<file path="src/rtl/mem_access_unit.sv">
// mem_access_unit: MEM-stage data-memory access controller.
// Turns MemRead/MemWrite requests into handshaked transactions on a
// variable-latency data-memory port and stalls the pipeline until done.
//
// Parameters:
//   ACK_TIMEOUT  max REQ cycles without dm_ack before abandoning the access
//   CNT_W        timeout counter width, 2**CNT_W > ACK_TIMEOUT
//
// Ports:
//   clk, reset            clock (rising edge), async active-low reset
//   MemRead_mem           load in MEM stage
//   MemWrite_mem          store in MEM stage (wins over MemRead_mem)
//   xfer_byte_mem         1 = byte access, 0 = doubleword
//   alu_result_mem        effective address
//   write_data_mem        store data (byte store uses [7:0])
//   stall_mem             hold IF..MEM stages and MEM/WB register
//   dm_read_data_mem      load result to MEM/WB
//   bus_error             one-cycle pulse: access abandoned on timeout
//   misalign_fault        one-cycle pulse: misaligned doubleword
//   dm_req/dm_we/dm_addr/dm_wdata/dm_wmask   memory request port
//   dm_ack/dm_rdata       memory completion pulse and read data
//
// Build option: define MEM_ALIGN_CHECK_EN to reject doubleword accesses
// with addr[2:0] != 0 (no request issued, misalign_fault pulses).
// Without it misalign_fault is tied to 0.

module mem_access_unit #(
  parameter int unsigned ACK_TIMEOUT = 16,
  parameter int unsigned CNT_W       = 5
) (
  input  logic        clk,
  input  logic        reset,
  input  logic        MemRead_mem,
  input  logic        MemWrite_mem,
  input  logic        xfer_byte_mem,
  input  logic [63:0] alu_result_mem,
  input  logic [63:0] write_data_mem,
  output logic        stall_mem,
  output logic [63:0] dm_read_data_mem,
  output logic        bus_error,
  output logic        misalign_fault,
  output logic        dm_req,
  output logic        dm_we,
  output logic [63:0] dm_addr,
  output logic [63:0] dm_wdata,
  output logic [7:0]  dm_wmask,
  input  logic        dm_ack,
  input  logic [63:0] dm_rdata
);

  typedef enum logic [1:0] {IDLE, REQ, DONE} state_t;

  state_t           state;
  logic [CNT_W-1:0] cnt;
  logic             is_byte;
  logic             op;
  logic [2:0]       lane;
  logic [63:0]      read_result;

  assign op   = MemRead_mem | MemWrite_mem;
  assign lane = dm_addr[2:0];

  // Stall is combinational so the pipeline holds in the same cycle the
  // op is seen; forced low while reset is asserted.
  assign stall_mem = reset & (((state == IDLE) & op) | (state == REQ));

  assign read_result = is_byte ? {56'b0, dm_rdata[{lane, 3'b000} +: 8]} : dm_rdata;

`ifndef MEM_ALIGN_CHECK_EN
  assign misalign_fault = 1'b0;
`endif

  always_ff @(posedge clk or negedge reset) begin
    if (!reset) begin
      state            <= IDLE;
      cnt              <= '0;
      is_byte          <= 1'b0;
      dm_req           <= 1'b0;
      dm_we            <= 1'b0;
      dm_addr          <= '0;
      dm_wdata         <= '0;
      dm_wmask         <= '0;
      dm_read_data_mem <= '0;
      bus_error        <= 1'b0;
`ifdef MEM_ALIGN_CHECK_EN
      misalign_fault   <= 1'b0;
`endif
    end else begin
      bus_error <= 1'b0;
`ifdef MEM_ALIGN_CHECK_EN
      misalign_fault <= 1'b0;
`endif
      case (state)
        IDLE: begin
          if (op) begin
`ifdef MEM_ALIGN_CHECK_EN
            if (!xfer_byte_mem && (alu_result_mem[2:0] != 3'b000)) begin
              misalign_fault <= 1'b1;
              state          <= DONE;
            end else
`endif
            begin
              dm_addr  <= alu_result_mem;
              dm_we    <= MemWrite_mem;
              is_byte  <= xfer_byte_mem;
              dm_wmask <= xfer_byte_mem ? (8'b1 << alu_result_mem[2:0]) : 8'hFF;
              dm_wdata <= xfer_byte_mem ? {8{write_data_mem[7:0]}} : write_data_mem;
              cnt      <= '0;
              dm_req   <= 1'b1;
              state    <= REQ;
            end
          end
        end
        REQ: begin
          if (dm_ack) begin
            dm_req <= 1'b0;
            if (!dm_we) dm_read_data_mem <= read_result;
            state  <= DONE;
          end else if (cnt == CNT_W'(ACK_TIMEOUT - 1)) begin
            dm_req           <= 1'b0;
            dm_read_data_mem <= '0;
            bus_error        <= 1'b1;
            state            <= DONE;
          end else begin
            cnt <= cnt + 1'b1;
          end
        end
        DONE:    state <= IDLE;
        default: state <= IDLE;
      endcase
    end
  end

endmodule

</file>
<file path="config.mk">
export PLATFORM = sky130hd
export DESIGN_NAME = mem_access_unit
export DESIGN_NICKNAME = d
export VERILOG_FILES = /design/src/rtl/mem_access_unit.sv
export SDC_FILE = /design/constraint.sdc
export NUM_CORES = 1
export LEC_CHECK = 0
export CELL_PAD_IN_SITES_DETAIL_PLACEMENT = 2
export CELL_PAD_IN_SITES_GLOBAL_PLACEMENT = 2
export CORE_MARGIN = 3
export CORE_UTILIZATION = 28
export DETAILED_ROUTE_END_ITERATION = 16
export HOLD_SLACK_MARGIN = 0.05
export PLACE_DENSITY_LB_ADDON = 0.1
export SYNTH_ARGS = -nofsm -noshare
export SYNTH_HDL_FRONTEND = slang
export SYNTH_SLANG_ARGS = --single-unit
</file>
<file path="constraint.sdc">
create_clock -name clk -period 3.4 [get_ports clk]
set_clock_uncertainty 0.1 [all_clocks]
set_input_delay 0.51 -clock clk [delete_from_list [all_inputs] [get_ports clk]]
set_output_delay 0.51 -clock clk [all_outputs]
set_load 0.01 [all_outputs]
</file>
run_1/pins.png
(2 px per um) Pins as bars across the die edge, other pins in grey.
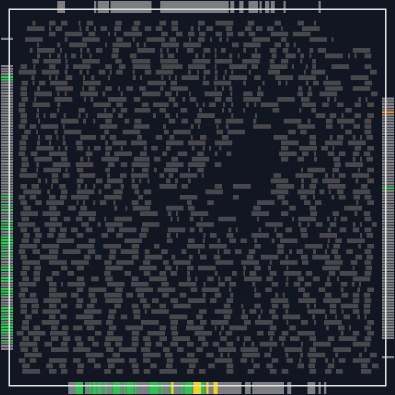
[yellow] dm_wmask | pins: 8 | direction: output | edge: south
[orange] dm_req | pins: 1 | direction: output | edge: east
[green] dm_addr | pins: 64 | direction: output | edge: 33 south, 30 west, 1 east
all pins by edge: 121 south, 106 west, 90 east, 86 north

run_1/met2.png
(2 px per um)
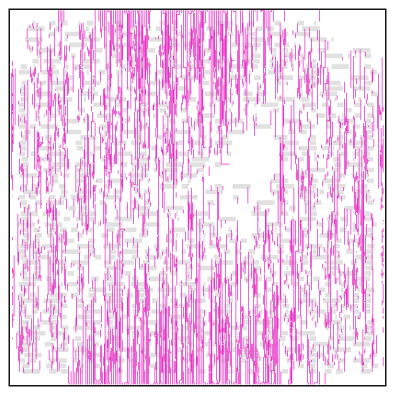
nets with wire on the layer: 1278
share of all routed wire: 49%
wire length on this layer: 18000 um
main direction: vertical
final WL: 36700 um
routed via count: 7663

==> Changelog: implementation, run 1 <==
### Metrics

* Status: completed
* Critical Path Source: dm_addr[0]
* Sequential share of power at 33.8%
* Syn Nets at 995
* Setup TNS at 0 ns
* Pins over their slew limit at 0
* Largest net degree at the start of global routing at 118
* Hold_buf cts at 1
* Nonclk inv count at 2
* Total sequential power at 4590 uW
* Seq Cell Count at 211
* Combinational share of power at 45.4%
* Register share after synthesis at 57.3%
* Top-count cell post-synth: dfrtp_1
* Max-cap violations at 0
* FP Util at 28.8%
* Critical path cell sequence: clkdlybuf4s50_1
* Syn Inst Count at 795
* Maximum vdd drop at 0.403 mV
* Largest area contributor in the netlist: dfrtp_1
* Top routing layer used: met5
* Worst-path fanout max at 16
* Unique cell types at 41
* Vias per cell at 4.71
* Worst slew pin tran at 0.921 ns
* Crit-path slowest cell: dfrtp_1
* Chip area at 35100 sq um
* Final setup fails at 0
* Setup Fix Bufs, Post-CTS at 0
* Mapped Area at 9220 sq um
* Final Power at 13600 uW
* Ys async rst share at 100%
* Tap cells at 435
* Worst hold slack at 0.360 ns
* Most used logic cell in the final layout: clkdlybuf4s50_1
run_1/zoom.png
Window x 74 to 114, y 74 to 114 um. Cells in grey, sequential cells in the stronger grey; small squares are vias.
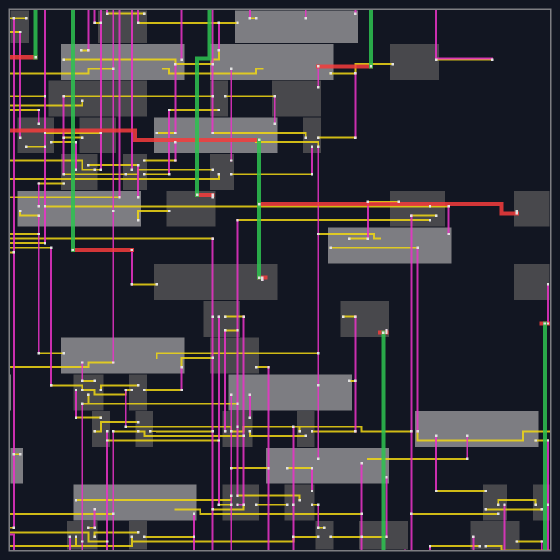
[yellow] met1
[red] met3
[magenta] met2
[green] met4
sequential cells in the window: 11
cells with their middle in the window: 44
netlist names of flops here include: dm_read_data_mem (5), dm_wmask (4)
most frequent: dfrtp_1 (11), clkdlybuf4s50_1 (7), nor2_1 (6)

## run 1: per-stage QoR
step	cell area, sq um	cells	worst slack, ns
CTS	14500	1626	0.490
global route	14500	1627	0.456
finish	14500	1628	0.585
floorplan	9220	795	1.28
detailed placement	13600	1576	0.725
global placement	13600	1576	0.715
## run 1: logic make-up (layout without fill, tap and decap cells)
kind of cell | Yosys count | after routing | synth area share (%)
flops | 211 | 211 | 57.3
simple gates | 203 | 203 | 8.90
compound gates | 154 | 154 | 9.12
mux | 153 | 153 | 20.1
buf+inv | 70 | 466 | 4.25
fa+ha+maj | 2 | 2 | 0.271
other cells | 1 | 3 | 0.0407
xor+xnor | 1 | 1 | 0.0950
run_1/metal_stack.png
(2 px per um) Two of the layers only.
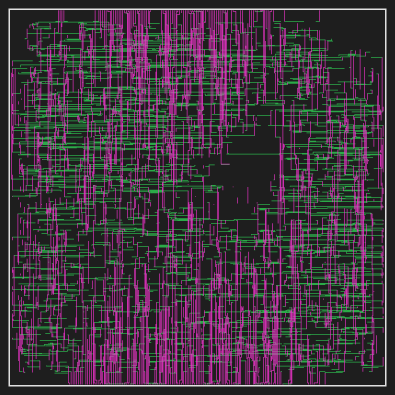

## Run 2: what changed since run 1
- CORE_UTILIZATION: 28 -> 26
- clock period: 3.4 -> 2.9 ns (I/O delays scaled with it)
run_2/metal_stack.png
(2 px per um) Two of the layers only.
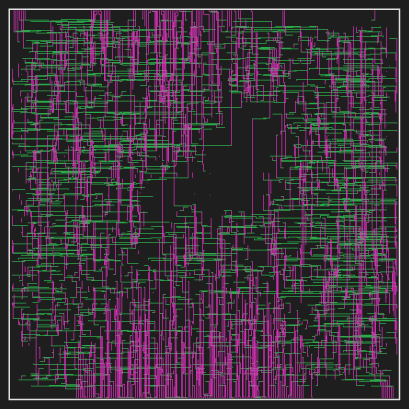
[magenta] met2 | wire length: 17500 um
[green] met1 | wire length: 14900 um

==> run 2 against run 1 <==
  * Die size increased by 7.4%
  * Cell count rose by 1.3%
  * Via count fell by 0.69%
  * Global-route usage fell by 1.9 points
  * Clock-buffer cell count fell by 2
  * Clock power grew 16%
  * Synthesized cell count is the same
  * Critical path depth increased by 3
  * Largest cell class unchanged
==> Changelog: implementation, run 2 <==
### Metrics

* Chip area at 37800 sq um
* Pins over their slew limit at 0
* Basic Gates by Area at 8.90%
* Final WL at 36100 um
* Yosys xor share at 0.0950%
* FP Util at 26.6%
* Total sequential power at 5230 uW
* Worst slew pin tran at 0.755 ns
* Max-cap violations at 0
* Layout cell share with drive strength beyond 1 at 12.5%
* Area fraction in mux cells at 20.1%
* CTS Buffer Depth at 3
* Setup TNS at 0 ns
* Routed via count at 7610
* Most used logic cell in the final layout: clkdlybuf4s50_1
* Clk network pwr share at 20.6%
* Mapped Area at 9220 sq um
* Largest net degree at the start of global routing at 130
* Finished Cell Area at 14500 sq um
* Combinational share of power at 46.3%
* Area fraction in compound gates at 9.12%
* Ys async rst share at 100%
* Setup Fix Bufs, Post-CTS at 0
* Final worst slack at 0.262 ns
* Hold_buf cts at 1
* Worst-path fanout max at 5
* Top routing layer used: met5
* Main logic family: multiplexers
* RSZ-0062 raised after global routing: no
* 1st-iter DRT viols at 252
* Yosys adder share at 0.271%
* Syn Nets at 995
* Final setup fails at 0
* Placement Setup Slack at 0.385 ns
* Unique cell types at 41
* Final Power at 15800 uW
* Vias per cell at 4.61
* Maximum vdd drop at 0.445 mV
* Clock Pin Slew Worst Setup and Hold Paths at 0.06 ns
* Final std cells w/o fill at 1649
* Status: completed
* DP HPWL at 26600 um
[run 2: final cells by class]
cell class              instances  area (sq um)  share of cell area, %
clock inverters                 6          36.3                  0.250
multi-input cells             514          3570                   24.6
inverters                       2          7.51                 0.0518
well taps                     455           569                   3.93
flip-flops and latches        211          5280                   36.4
clock buffers                  42           832                   5.74
repair buffers                418          4210                   29.0
diodes                          1          2.50                 0.0173
[run 2: worst paths after layout]
kind                                      from                   end  slack (ns)
max reg2reg                             cnt[0]  dm_read_data_mem[39]        0.46
max                                   state[0]             stall_mem        0.26
max in group asynchronous                reset  dm_read_data_mem[28]        1.40
min reg2reg                dm_read_data_mem[4]   dm_read_data_mem[4]        0.38
min                                      reset          dm_wdata[45]        0.25
min in group clk           dm_read_data_mem[4]   dm_read_data_mem[4]        0.38
Power figures rest on the tool's default switching activity, not on a simulated workload.
